**M1 wires**

Supply wires on this layer in gray.
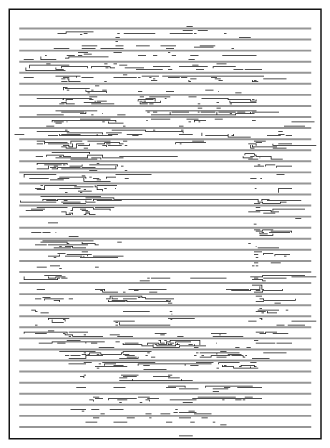
**Signal wires on met2**

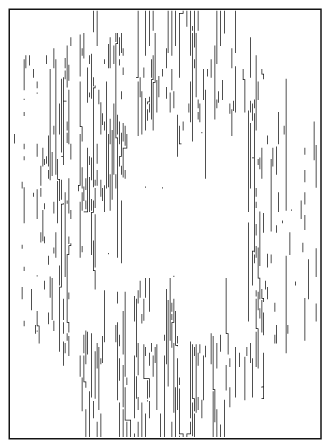
**Metal 3**

Scale bar: 20 um.
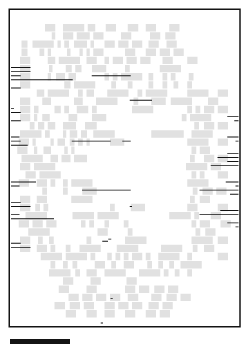
**Gate families picked out**

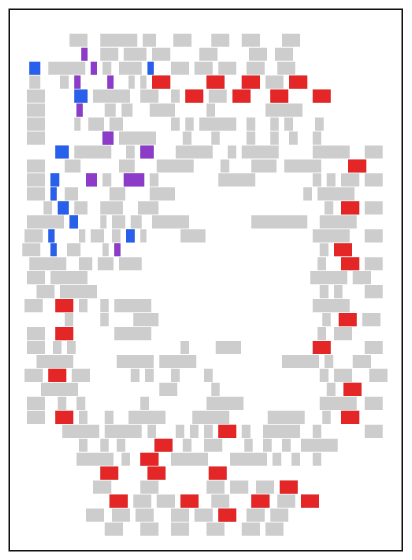
**Clock routing**

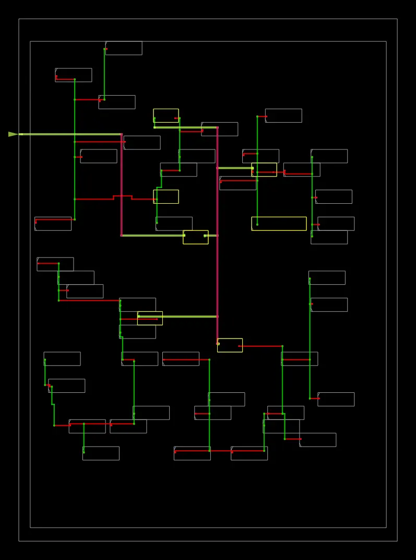
[src/rtl/shift_ctrl_pkg.sv]
// Shared definitions for the shift sequencer: mode and state encodings,
// the default amount width, and the fill-bit selection helper.
package shift_ctrl_pkg;

   localparam int AMT_W_DEF = 5;

   localparam logic [1:0] SH_LSR = 2'b00;
   localparam logic [1:0] SH_ASR = 2'b01;
   localparam logic [1:0] SH_ROR = 2'b10;

   typedef enum logic [1:0] {
      IDLE  = 2'b00,
      SHIFT = 2'b01,
      DONE  = 2'b10
   } state_t;

   // Bit entering at position 31 on a right shift; mode 11 falls back to logical.
   function automatic logic fill_bit(input logic [1:0] mode, input logic msb, input logic lsb);
      logic f;
      case (mode)
         SH_ASR:  f = msb;
         SH_ROR:  f = lsb;
         default: f = 1'b0;
      endcase
      return f;
   endfunction

endpackage

[src/rtl/shift_right_reg32.sv]
// 32-bit loadable right-shift register: parallel load when sr=0, one-bit
// right shift with srin entering at bit 31 when sr=1; holds when we=0.
module shift_right_reg32 (
   input  logic        clk,
   input  logic        rst_n,
   input  logic [31:0] d,
   input  logic        we,
   input  logic        sr,
   input  logic        srin,
   output logic [31:0] q
);

   logic [31:0] q_q;

   always_ff @(posedge clk) begin
      if (!rst_n) begin
         q_q <= '0;
      end else if (we) begin
         q_q <= sr ? {srin, q_q[31:1]} : d;
      end
   end

   assign q = q_q;

endmodule

[src/rtl/shift_seq_ctrl32.sv]
// Multi-bit shift/rotate sequencer: loads an operand, steps the shift register
// one bit per clock for the requested amount, then pulses done for one cycle.
module shift_seq_ctrl32
   import shift_ctrl_pkg::*;
#(
   parameter int AMT_W = AMT_W_DEF
) (
   input  logic             clk,
   input  logic             rst,
   input  logic             start,
   input  logic [31:0]      din,
   input  logic [AMT_W-1:0] amt,
   input  logic [1:0]       mode,
   output logic             busy,
   output logic             done,
   output logic [31:0]      dout,
   output logic             carry
);

   state_t           state_q, state_d;
   logic [AMT_W-1:0] cnt_q, cnt_d;
   logic [1:0]       mode_q, mode_d;
   logic             carry_q, carry_d;

   logic             rst_n;
   logic             we, sr, srin;
   logic             done_d;
   logic [31:0]      q;

   // Datapath reset is derived in the same clock domain, so it clears on the same edge.
   assign rst_n = ~rst;

   shift_right_reg32 u_sreg (
      .clk   (clk),
      .rst_n (rst_n),
      .d     (din),
      .we    (we),
      .sr    (sr),
      .srin  (srin),
      .q     (q)
   );

   always_ff @(posedge clk) begin
      if (rst) begin
         state_q <= IDLE;
         cnt_q   <= '0;
         mode_q  <= SH_LSR;
         carry_q <= 1'b0;
      end else begin
         state_q <= state_d;
         cnt_q   <= cnt_d;
         mode_q  <= mode_d;
         carry_q <= carry_d;
      end
   end

   always_comb begin
      state_d = state_q;
      cnt_d   = cnt_q;
      mode_d  = mode_q;
      carry_d = carry_q;
      we      = 1'b0;
      sr      = 1'b0;
      srin    = fill_bit(mode_q, q[31], q[0]);
      done_d  = 1'b0;
      case (state_q)
         IDLE: begin
            if (start) begin
               we      = 1'b1;
               mode_d  = mode;
               cnt_d   = amt;
               carry_d = 1'b0;
               state_d = (amt == '0) ? DONE : SHIFT;
            end
         end
         SHIFT: begin
            we      = 1'b1;
            sr      = 1'b1;
            carry_d = q[0];
            cnt_d   = cnt_q - AMT_W'(1);
            if (cnt_q == AMT_W'(1)) begin
               state_d = DONE;
            end
         end
         DONE: begin
            done_d  = 1'b1;
            state_d = IDLE;
         end
         default: state_d = IDLE;
      endcase
   end

   assign busy  = (state_q != IDLE);
   assign done  = done_d;
   assign dout  = q;
   assign carry = carry_q;

endmodule

[config.mk]
export PLATFORM = sky130hd
export DESIGN_NAME = shift_seq_ctrl32
export DESIGN_NICKNAME = d
export VERILOG_FILES = /design/src/rtl/shift_ctrl_pkg.sv /design/src/rtl/shift_right_reg32.sv /design/src/rtl/shift_seq_ctrl32.sv
export SDC_FILE = /design/constraint.sdc
export NUM_CORES = 1
export LEC_CHECK = 0
export ABC_AREA = 0
export CAP_MARGIN = 20
export CELL_PAD_IN_SITES_DETAIL_PLACEMENT = 1
export CELL_PAD_IN_SITES_GLOBAL_PLACEMENT = 2
export CORE_ASPECT_RATIO = 1.4
export CORE_MARGIN = 2
export CORE_UTILIZATION = 27
export CTS_CLUSTER_DIAMETER = 60
export DETAILED_ROUTE_END_ITERATION = 10
export PLACE_DENSITY = 0.92
export SLEW_MARGIN = 20
export SYNTH_ARGS = -nofsm -noshare
export SYNTH_HDL_FRONTEND = slang
export SYNTH_HIERARCHICAL = 1
export SYNTH_SLANG_ARGS = --single-unit
export TNS_END_PERCENT = 20
[constraint.sdc]
create_clock -name clk -period 4.05 [get_ports clk]
set_input_delay 0.6075 -clock clk [delete_from_list [all_inputs] [get_ports clk]]
set_output_delay 0.6075 -clock clk [all_outputs]
set_load 0.02 [all_outputs]
==> Slide: Implementation Results <==
Run Summary

Place
  – Dpl ws: 1.511 ns
  – Placer Congestion: 0.7984
  – Final HPWL DP: 3602 um
  – Cells after DPL: 366
  – DP Area: 2724 um2

GRT
  – Initial antenna violation count: 0
  – GRT Total Usage: 13.15%
  – Most crowded layer after global routing: met2
  – Met1 global-route usage: 15.14%
  – Total congestion overflow: 0
  – GR Util met3: 2.850%
  – Global-route wire length before repair: 8797 um
  – Largest net degree at the start of global routing: 68

Synth
  – Syn Nets: 258
  – Mux area share: 16.22%
  – Synth cell types: 34
  – Yosys synthesis chip area: 1974 um2
  – Mean post-synth cell area: 9.313 um2
  – Cells after Synth: 212
  – Synth top area share: 42.59%
  – Most common reg cell: dfxtp_1
  – Number of cells in Yosys stat: 212
  – Synth Warn #: 6
  – Yosys reg bits: 42
  – Cell Area, Synth: 1974 um2
  – EDFF count, synth: 0
  – Yosys simple share: 7.478%
  – Adder-cell share of the synthesized area: 2.535%

Timing
  – Period utilization: 55.40%
  – RSZ-0062 raised after global routing: no
  – Fin. max-slew vios: 0
  – Final worst setup slack: 1.806 ns
  – Sum Neg Setup Slack: 0 ns
  – Fmax: 445.7 MHz
  – Worst rel slew slack: 37.75%
  – Period minus WS final: 2.244 ns
  – Layout Skew: 0.01277 ns

Floorplanning
  – Full die area: 8022 um2
  – Die W: 76.27 um
  – CORE AREA: 7027 um2
  – Initial core utilization: 28.10%
  – I/O pins: 77

Setup path
  – CP Data Required Time: 3.44 ns
  – Critical Path AT: 1.64 ns
  – CP Launch Type: register
  – Max FO, Critical Path: 13
  – Critical path type: register to output pin

Route
  – DRT antenna net count: 0
  – Drt total wl: 5102 um
  – DR vias: 1799
  – Routed WL per cell: 13.68 um

CTS
  – Root Driver: clkbuf_8
  – Max Buffers Root-to-Sink: 2
  – Post-CTS setup buffers: 0
  – Late-Pin Clk Latency: 0.29 ns
  – Worst-path clk slew: 0.08 ns
  – H-tree depth: 2
  – Post-CTS sizing: 0
  – CTS tree: done

Finish
  – Core Util, Final: 40.37%
  – Fraction of layout cells with a size suffix above 1: 3.597%
  – Fillers: 833
  – Fin area: 2836 um2
  – Synth-to-Final Area Change: 43.66%
  – Antenna Cells: 0

Flow run
  – Log Warnings: 28
  – Maxcap violations: 0

Power
  – Total power: 1.306 mW
  – Lkg Pwr: 1.035 nW
  – Worst VDD drop: 0.0002395 V
  – P per Cell Area: 460.3 nW/um2

Run status
  – Status: complete, no violations
About 'M1 wires':
The layer carries 2070 um of wire. 277 nets have wire on it.

About 'signal wires on met2':
The layer holds 53% of the routed length. The longest straight run is 34.0 um.

About 'metal 3':
The layer holds 4.5% of the routed length. The wires run mostly horizontal.

About 'gate families picked out':
Red marks mux cells, cells 32, most used mux2i_1, where spread over the die. Blue marks nor cells, cells 11, most used nor2_1. Purple marks nand cells, cells 10, most used nand2_1, where north-west.
fin cells: 373
logic share of the area: 34.45%
dominant logic cell type in the layout: clkdlybuf4s50_1

About 'clock routing':
CTS Sinks: 42
clock network power: 0.337 mW
Inserted Clock Buffers: 5

-- cell usage after synthesis (2+ instances only) --
cell type  instances
a211oi_1           2
a21oi_1           38
a22oi_1            4
buf_12             3
buf_2              5
clkbuf_1           7
dfxtp_1           42
ha_1               4
inv_1              5
inv_2              2
mux2i_1           32
nand2_1            6
nand2b_1           2
nor2_1             4
nor3_1             3
nor3b_1            2
o21ai_0           33
or3_1              2
-- worst paths after layout --
kind	startpoint	endpoint	slack, ns	depth (start not counted)
hold reg to reg	mode_q[0]$_SDFFE_PP0P_	mode_q[0]$_SDFFE_PP0P_	0.49	2
setup reg to reg	state_q[0]$_SDFFE_PP0P_	u_sreg/q[9]$_SDFFE_PN0P_	1.94	4
hold / removal	mode_q[0]$_SDFFE_PP0P_	mode_q[0]$_SDFFE_PP0P_	0.49	2
setup / recovery	state_q[0]$_SDFFE_PP0P_	busy	1.81	2
-- cell type report --
type	count	area [um2]	area share, %
clock inverter	1	30.03	1.059
sequential	42	840.8	29.64
inverter	7	26.28	0.9263
multi-input combinational	146	977.2	34.45
tap	95	118.9	4.191
timing repair buffer	76	760.7	26.82
clock buffer	6	82.58	2.911
-- worst max-delay path, cell delays in order (launching register included) --
cell,delay [ns]
dfxtp_1,0.57
or2_2,0.18
clkdlybuf4s50_1,0.59
-- power by group --
part           total, mW  internal, mW  switching, mW
clock network      0.337         0.197          0.139
registers          0.534         0.477         0.0566
logic              0.435         0.214          0.221
-- sequential cells by signal, summed over array words and instances, names as in the netlist --
signal,cells
u_sreg/q,32
cnt_q,5
mode_q,2
state_q,2
carry,1
-- per-layer routing --
metal | part of all wire [%] | routed length, um
met2 | 53 | 2694
met1 | 41 | 2068
met4 | 2.2 | 110
met3 | 4.5 | 229
met5 | 0 | 0
Power and IR drop assume default switching activity.
